Fig. 1: run 1, the metal 1 layer
Bar = 20 µm. Supply wires on this layer in gray.
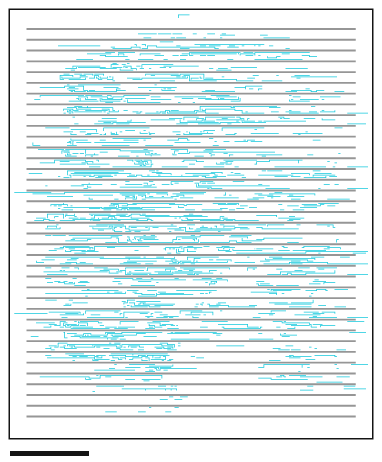
Fig. 2: run 1, metal 2
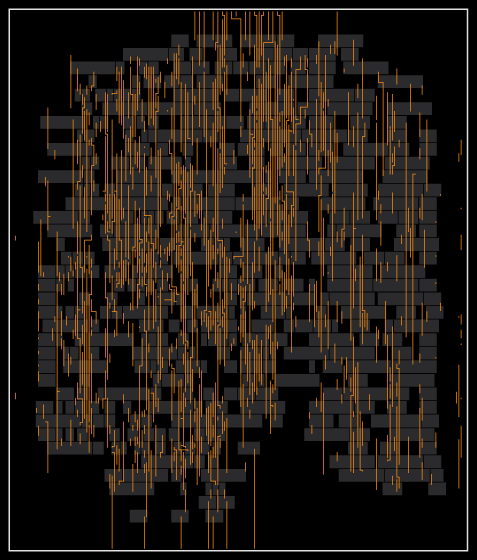
Fig. 3: run 1, met3 routing
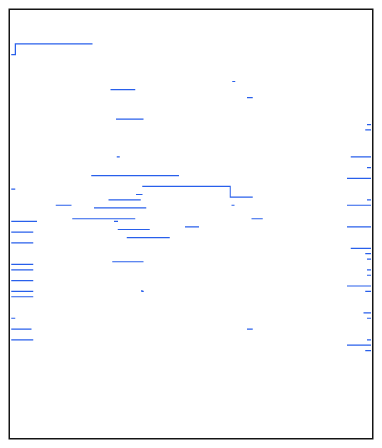
**src/rtl/spi_master.sv**
```systemverilog
// SPI mode-0 master: one frame per request = command byte, address, data, MSB first.
// Latency: cs falls the cycle after handshake; rsp_valid (2*frame_bits+1)*CLK_DIV cycles later.
// Backpressure: req_ready only in IDLE; req_valid is ignored while a frame, hold or gap runs.
module spi_master #(
  parameter int CLK_DIV = 4,
  parameter int ADDR_W  = 16,
  parameter int DATA_W  = 16
) (
  input  logic              clk,
  input  logic              rst_n,
  input  logic              req_valid,
  output logic              req_ready,
  input  logic              req_write,
  input  logic [ADDR_W-1:0] req_addr,
  input  logic [DATA_W-1:0] req_wdata,
  output logic              rsp_valid,
  output logic [DATA_W-1:0] rsp_rdata,
  output logic              busy,
  output logic              sclk,
  output logic              mosi,
  input  logic              miso,
  output logic              cs
);

  localparam int FRAME = 8 + ADDR_W + DATA_W;
  localparam int CW    = $clog2(CLK_DIV);
  localparam int BW    = $clog2(FRAME);
  localparam logic [CW-1:0] CNT_MAX    = CW'(CLK_DIV - 1);
  localparam logic [BW-1:0] LAST_BIT   = BW'(FRAME - 1);
  localparam logic [BW-1:0] DATA_START = BW'(8 + ADDR_W);

  typedef enum logic [1:0] {IDLE, SHIFT, HOLD, GAP} state_t;

  state_t            state_q, state_d;
  logic [CW-1:0]     cnt_q, cnt_d;       // clk cycles within the current half-period
  logic [BW-1:0]     bit_q, bit_d;       // index of the bit on the wire
  logic              hi_q, hi_d;         // 1 = high half of the current bit
  logic [FRAME-1:0]  sh_q, sh_d;         // outgoing frame, MSB is on mosi
  logic [DATA_W-1:0] rx_q, rx_d;         // incoming data-phase bits
  logic              wr_q, wr_d;
  logic              rsp_valid_q, rsp_valid_d;
  logic [DATA_W-1:0] rdata_q, rdata_d;

  // Next-state logic: half-period timing, bit sequencing, sampling and completion
  always_comb begin
    state_d     = state_q;
    cnt_d       = cnt_q;
    bit_d       = bit_q;
    hi_d        = hi_q;
    sh_d        = sh_q;
    rx_d        = rx_q;
    wr_d        = wr_q;
    rsp_valid_d = 1'b0;
    rdata_d     = rdata_q;
    case (state_q)
      IDLE: begin
        if (req_valid) begin
          state_d = SHIFT;
          cnt_d   = '0;
          bit_d   = '0;
          hi_d    = 1'b0;
          wr_d    = req_write;
          sh_d    = {req_write, 7'b0, req_addr, (req_write ? req_wdata : {DATA_W{1'b0}})};
        end
      end
      SHIFT: begin
        if (cnt_q == CNT_MAX) begin
          cnt_d = '0;
          if (!hi_q) begin
            // End of low half: sclk rises now, so this is the sampling point
            hi_d = 1'b1;
            if (bit_q >= DATA_START) rx_d = {rx_q[DATA_W-2:0], miso};
          end else begin
            // End of high half: advance to the next bit, mosi changes with sclk low
            hi_d = 1'b0;
            if (bit_q == LAST_BIT) begin
              state_d = HOLD;
            end else begin
              bit_d = bit_q + 1'b1;
              sh_d  = {sh_q[FRAME-2:0], 1'b0};
            end
          end
        end else begin
          cnt_d = cnt_q + 1'b1;
        end
      end
      HOLD: begin
        if (cnt_q == CNT_MAX) begin
          cnt_d       = '0;
          state_d     = GAP;
          rsp_valid_d = 1'b1;
          if (!wr_q) rdata_d = rx_q;
        end else begin
          cnt_d = cnt_q + 1'b1;
        end
      end
      GAP: begin
        if (cnt_q == CNT_MAX) begin
          cnt_d   = '0;
          state_d = IDLE;
        end else begin
          cnt_d = cnt_q + 1'b1;
        end
      end
      default: state_d = IDLE;
    endcase
  end

  // State register; reset aborts any frame in flight
  always_ff @(posedge clk or negedge rst_n) begin
    if (!rst_n) begin
      state_q     <= IDLE;
      cnt_q       <= '0;
      bit_q       <= '0;
      hi_q        <= 1'b0;
      sh_q        <= '0;
      rx_q        <= '0;
      wr_q        <= 1'b0;
      rsp_valid_q <= 1'b0;
      rdata_q     <= '0;
    end else begin
      state_q     <= state_d;
      cnt_q       <= cnt_d;
      bit_q       <= bit_d;
      hi_q        <= hi_d;
      sh_q        <= sh_d;
      rx_q        <= rx_d;
      wr_q        <= wr_d;
      rsp_valid_q <= rsp_valid_d;
      rdata_q     <= rdata_d;
    end
  end

  // Pin outputs decode straight from registered state so reset forces them at once
  assign req_ready = (state_q == IDLE);
  assign busy      = (state_q != IDLE);
  assign cs        = !((state_q == SHIFT) || (state_q == HOLD));
  assign sclk      = (state_q == SHIFT) && hi_q;
  assign mosi      = (state_q == SHIFT) && sh_q[FRAME-1];
  assign rsp_valid = rsp_valid_q;
  assign rsp_rdata = rdata_q;

endmodule

```
**config.mk**
```make
export PLATFORM = sky130hd
export DESIGN_NAME = spi_master
export DESIGN_NICKNAME = d
export VERILOG_FILES = /design/src/rtl/spi_master.sv
export SDC_FILE = /design/constraint.sdc
export NUM_CORES = 1
export LEC_CHECK = 0
export CAP_MARGIN = 20
export CORE_ASPECT_RATIO = 1.2
export CORE_MARGIN = 4
export CORE_UTILIZATION = 49
export DETAILED_ROUTE_END_ITERATION = 8
export GPL_TIMING_DRIVEN = 0
export MAX_ROUTING_LAYER = met4
export PLACE_DENSITY = 0.76
export SLEW_MARGIN = 15
export SYNTH_ARGS = -nofsm -noshare
export SYNTH_HDL_FRONTEND = slang
export SYNTH_SLANG_ARGS = --single-unit
```
**constraint.sdc**
```tcl
create_clock -name clk -period 2.2 [get_ports clk]
set_input_delay 0.22 -clock clk [delete_from_list [all_inputs] [get_ports clk]]
set_output_delay 0.22 -clock clk [all_outputs]
set_load 0.03 [all_outputs]
```
==> results.txt, run 1 <==
Implementation numbers.

- Routability-driven placement finished with a final weighted congestion of ~0.87.
- The multiplexer area fraction after synthesis reads roughly 14%.
- The flop-to-flop setup slack reads about 0.014 ns.
- The die is 91.5 µm wide.
- The clock tree from TritonCTS reads done.
- The synthesis-stage register bit count is 85.
- The type of element launching the critical path reads a flop.
- The total of buffers placed on input and output ports is between 50 and 60.
- The final report lists the setup-violating endpoint count as 0.
- The area of the mapped netlist is ~4100 µm².
- The run finished with clean final reports.
- The insertion delay at the late pin of the worst-skew pair is ~0.36 ns.
- The initial core utilization is between 50% and 60%.
- The achievable clock frequency is roughly 0.46 GHz.
- The kind of cell adding the most delay to the critical path is simple AND/OR/NAND/NOR gates.
- The number of global-route vias before repair is around 3200.
- The arithmetic-cell share of the synthesized area counting full adders, half adders and majority gates is 2.44%.
- The placeable core region is 8150 µm².
- The half-perimeter wire length after detailed placement reads around 6300 µm.
- For the pin with the worst max-slew slack, the measured transition is about 0.64 ns.
- The largest net degree at the start of global routing reads 53.
- After the last flow step, the layout net total stands at ~500.
- The layout has 685 filler cells.
- The worst setup path endpoint is sh_q[2]$_DFFE_PN0P_.
- The cell depth of the worst flop-to-flop path reads 7.
- The path class of the tightest hold or removal check is input port to async pin.
- The die height reads 108 µm.
- The antenna cell count is 0.
Back to the opening pictures, Fig. 1:
nets with wire on the layer = 447
main direction = horizontal
GR Util met1: 23.8%
Post-Route WL: 9340 µm
vias after detailed routing: 3169

Back to the opening pictures, Fig. 2:
share of all routed wire = 52%
wire length on this layer = 4810 µm
nets with wire on the layer = 434
longest straight run = 42.8 µm
met2 track demand over resource in global routing: 34.1%

Back to the opening pictures, Fig. 3:
nets with wire on the layer = 45
longest straight run = 22.1 µm
share of all routed wire = 2.9%
met3 Usage GRT: 2.71%

-- run 1: metal layers --
layer	share of wire (%)	vias up	track usage, %
met4	1.9	0	6.90
met2	52	65	34.1
met3	2.9	14	2.71
li1	-	1515	-
met1	44	1575	23.8
met5	0	-	-
-- run 1: through the flow --
| step | TNS [ns] | instance area, µm² | total power [µW] |
|---|---|---|---|
| floorplan | 0 | 4100 | 3900 |
| global placement | -181.80 | 4820 | 4510 |
| detailed placement | -3.15 | 4850 | 4600 |
| CTS | 0 | 5090 | 5810 |
| global route | -0.122 | 5200 | 6400 |
| finish | 0 | 5200 | 6020 |
-- run 1: layout make-up --
| type | count | share of cell area [%] |
|---|---|---|
| Multi-Input combinational cell | 249 | 35.5 |
| Tap cell | 114 | 2.74 |
| Buffer | 29 | 3.23 |
| Timing Repair Buffer | 69 | 13.5 |
| Sequential cell | 85 | 41.0 |
| Clock buffer | 10 | 2.45 |
| Inverter | 7 | 0.505 |
| Clock inverter | 6 | 1.18 |
-- run 1: flip-flops by register name, indices dropped and copies added (netlist names) --
register and flops:
wr_q 1, cnt_q 2, rsp_rdata 16, rx_q 16, rsp_valid 1, bit_q 6
state_q 2, sh_q 40, hi_q 1
-- run 1: kinds of logic (layout without fill, tap and decap cells) --
group,count (synthesis),in the layout
buf+inv,36,121
flops,85,85
fa+ha+maj,8,8
simple gates,137,137
compound gates,55,55
mux,49,49
-- run 1: cells in the mapped netlist (2+ instances only) --
library cell | number | area (µm²)
sky130_fd_sc_hd__and2_1 | 4 | 25.0
sky130_fd_sc_hd__mux2_4 | 9 | 135
sky130_fd_sc_hd__o22ai_1 | 16 | 100
sky130_fd_sc_hd__nor2_1 | 22 | 82.6
sky130_fd_sc_hd__a21oi_1 | 7 | 35.0
sky130_fd_sc_hd__nor2b_1 | 2 | 12.5
sky130_fd_sc_hd__ha_1 | 8 | 100
sky130_fd_sc_hd__nor3_1 | 17 | 85.1
sky130_fd_sc_hd__mux2_2 | 37 | 417
sky130_fd_sc_hd__a32oi_1 | 2 | 17.5
sky130_fd_sc_hd__buf_2 | 7 | 35.0
sky130_fd_sc_hd__mux2i_1 | 3 | 30.0
sky130_fd_sc_hd__nand4_1 | 11 | 68.8
sky130_fd_sc_hd__nor4_1 | 17 | 106
sky130_fd_sc_hd__buf_1 | 2 | 7.51
sky130_fd_sc_hd__nand2b_1 | 18 | 113
sky130_fd_sc_hd__nand2_1 | 19 | 71.3
sky130_fd_sc_hd__inv_1 | 7 | 26.3
sky130_fd_sc_hd__nand3_1 | 23 | 115
sky130_fd_sc_hd__clkbuf_1 | 19 | 71.3
sky130_fd_sc_hd__a22o_1 | 13 | 114
sky130_fd_sc_hd__o21ai_0 | 4 | 20.0
sky130_fd_sc_hd__dfrtp_1 | 85 | 2130
-- run 1: report_power, final --
group          total (µW)  switching (µW)  internal (µW)  leakage [µW]
clock network        1100             574            524     0.0000964
logic                2780            1500           1280       0.00110
registers            2140             246           1900       0.00109
-- run 1: repair_timing --
item	CTS	global route
pin swaps	2	3
setup endpoints to repair	43	54
gates cloned	0	1
endpoints found under the hold margin	33	0
setup buffers	3	5
hold buffers	1	0
gates resized	20	23
==> run 2, diff against run 1 <==
--- a/config.mk
+++ b/config.mk
@@ -12,7 +12,7 @@
 export DETAILED_ROUTE_END_ITERATION = 8
 export GPL_TIMING_DRIVEN = 0
 export MAX_ROUTING_LAYER = met4
-export PLACE_DENSITY = 0.76
+export PLACE_DENSITY_LB_ADDON = 0.25
 export SLEW_MARGIN = 15
 export SYNTH_ARGS = -nofsm -noshare
 export SYNTH_HDL_FRONTEND = slang
==> results.txt, run 2 <==
Implementation numbers.

- The run finished with clean final reports.
- The arithmetic-cell share of the synthesized area counting full adders, half adders and majority gates is 2.44% (unchanged).
- The slew at the pin with the worst max-slew slack reads 0.621 ns (-0.0194 ns).
- The area of the mapped netlist was 4100 µm² (unchanged).
- The net total in the final layout reads 487 (-1.6%).
- The clock group share of total power came to 20.8% (+2.6 points).
- The half-perimeter wire length after detailed placement reads 6040 µm (-4.3%).
- The number of failing setup endpoints in the final timing report reads 0 (unchanged).
- The switching share of power is 37.6% (-0.94 points).
- The overall power after layout came to 5940 µW (-1.4%).
- Among all cell types in the netlist, the one instantiated most often is sky130_fd_sc_hd__dfrtp_1.
- STA reports the tightest min-delay check as being of type input port to async pin.
- The sequential fraction of design power reads 35.9% (+0.3 points).
- The type of element launching the critical path reads a flop.
- The multiplexer area fraction after synthesis reads 14.2% (unchanged).
- The routability congestion estimate from global placement is 0.882 (+1.0%).
- The total of buffers placed on input and output ports reads 58 (unchanged).
- The die width is 91.5 µm (unchanged).
- The initial core utilization is 50.3% (unchanged).
- The combinational share of power is 43.3% (-2.9 points).
- The number of global-route vias before repair reads 3045 (-4.1%).
- Ranked by total cell area, the synthesized netlist is headed by sky130_fd_sc_hd__dfrtp_1 52%, sky130_fd_sc_hd__mux2_2 10%, sky130_fd_sc_hd__mux2_4 3.3%.
- The area share of the largest cell type after synthesis is 51.9% (unchanged).
- The clock tree from TritonCTS is done.
- Ranked by instance count, the synthesized netlist is headed by 85 x sky130_fd_sc_hd__dfrtp_1, 37 x sky130_fd_sc_hd__mux2_2, 23 x sky130_fd_sc_hd__nand3_1.
==> run 2: cell counts after synthesis <==
No cell type changed its count.
==> run 2: cell type report <==
| type | instances | area [µm²] |
|---|---|---|
| fill | 654 | 3020 |
| clock buffer | 10 | 128 |
| inverter | 7 | 26.3 |
| sequential | 85 | 2130 |
| timing repair buffer | 63 | 637 |
| buffer | 27 | 150 |
| clock inverter | 6 | 95.1 |
| tap | 114 | 143 |
| multi-input combinational | 249 | 1830 |
==> run 2: cell families after synthesis <==
logic type,Yosys count
simple gates,137
flops,85
compound gates,55
mux,49
buf+inv,36
fa+ha+maj,8
==> run 2: path summary, 6_finish.rpt <==
check	startpoint	to	slack [ns]	cells past startpoint
min in group clk	req_addr[11]	sh_q[27]$_DFFE_PN0P_	0.45	3
hold reg to reg	rsp_rdata[2]$_DFFE_PN0P_	rsp_rdata[2]$_DFFE_PN0P_	0.51	1
max in group asynchronous	rst_n	sh_q[0]$_DFFE_PN0P_	1.26	3
setup reg to reg	bit_q[0]$_DFFE_PN0P_	sh_q[14]$_DFFE_PN0P_	0.09	7
hold / removal	rst_n	rx_q[12]$_DFFE_PN0P_	0.34	2
setup / recovery	state_q[0]$_DFFE_PN0P_	req_ready	0.09	3
==> run 2: timing repair <==
item | in CTS | in global routing
setup endpoints to repair | 42 | 54
hold buffers | 1 | 0
setup buffers | 2 | 1
endpoints found under the hold margin | 29 | 0
pin swaps | 2 | 1
resized | 20 | 16
==> run 2: metal layers <==
metal / track usage, % / up-vias / share of wire [%]
met4: 6.03 / 0 / 0.97
met3: 2.44 / 8 / 4.2
met2: 31.3 / 63 / 51
li1: - / 1495 / -
met5: - / - / 0
met1: 23.2 / 1512 / 44
==> run 2: power by group through the flow <==
stage / combinational (µW) / clock (µW) / sequential, µW
after floorplan: 1790 / 0 / 2110
after global placement: 2380 / 0 / 2140
after detailed placement: 2430 / 0 / 2150
after CTS: 2530 / 1260 / 2130
after global routing: 2840 / 1330 / 2170
final: 2570 / 1230 / 2130
==> run 2: critical path, cell delays in order, from the launching register on <==
cell and delay (ns):
sky130_fd_sc_hd__dfrtp_1 0.41, sky130_fd_sc_hd__inv_1 0.13, sky130_fd_sc_hd__ha_2 0.28, sky130_fd_sc_hd__clkdlybuf4s50_1 0.72
==> run 2: stage by stage <==
| stage | setup WS [ns] | TNS [ns] | cells | cell area (µm²) |
|---|---|---|---|---|
| floorplan | 0.0495 | 0 | 370 | 4100 |
| global placement | -2.18 | -187.59 | 542 | 4820 |
| detailed placement | -0.548 | -3.45 | 543 | 4850 |
| CTS | 0.00914 | 0 | 562 | 5120 |
| global route | 0.00539 | 0 | 561 | 5130 |
| finish | 0.0851 | 0 | 561 | 5130 |
Fig. 4: run 2, met3 routing
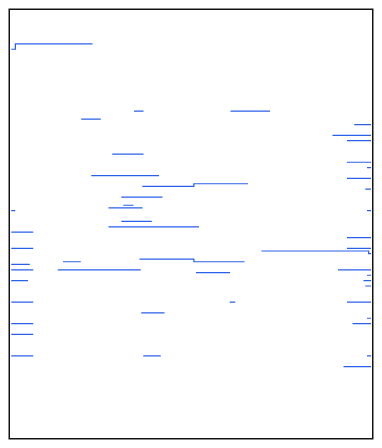
Post-Route WL: 8480 µm
vias after detailed routing: 3078
met3 Usage GRT: 2.44%

Fig. 5: run 2, metal 2
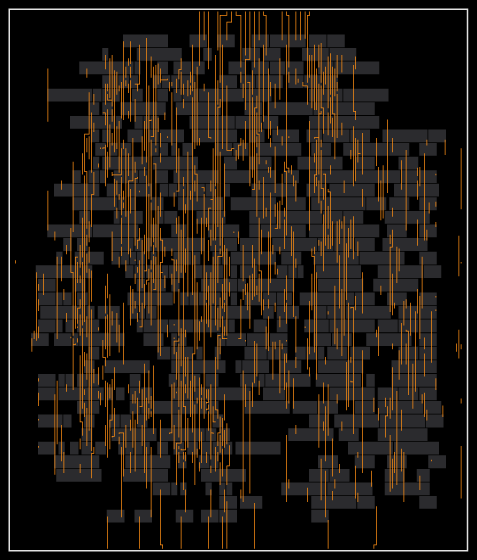
wire length on this layer = 4330 µm
longest straight run = 44.9 µm
main direction = vertical
nets with wire on the layer = 408
met2 track demand over resource in global routing: 31.3%

Power is estimated from default activity; no workload was simulated.
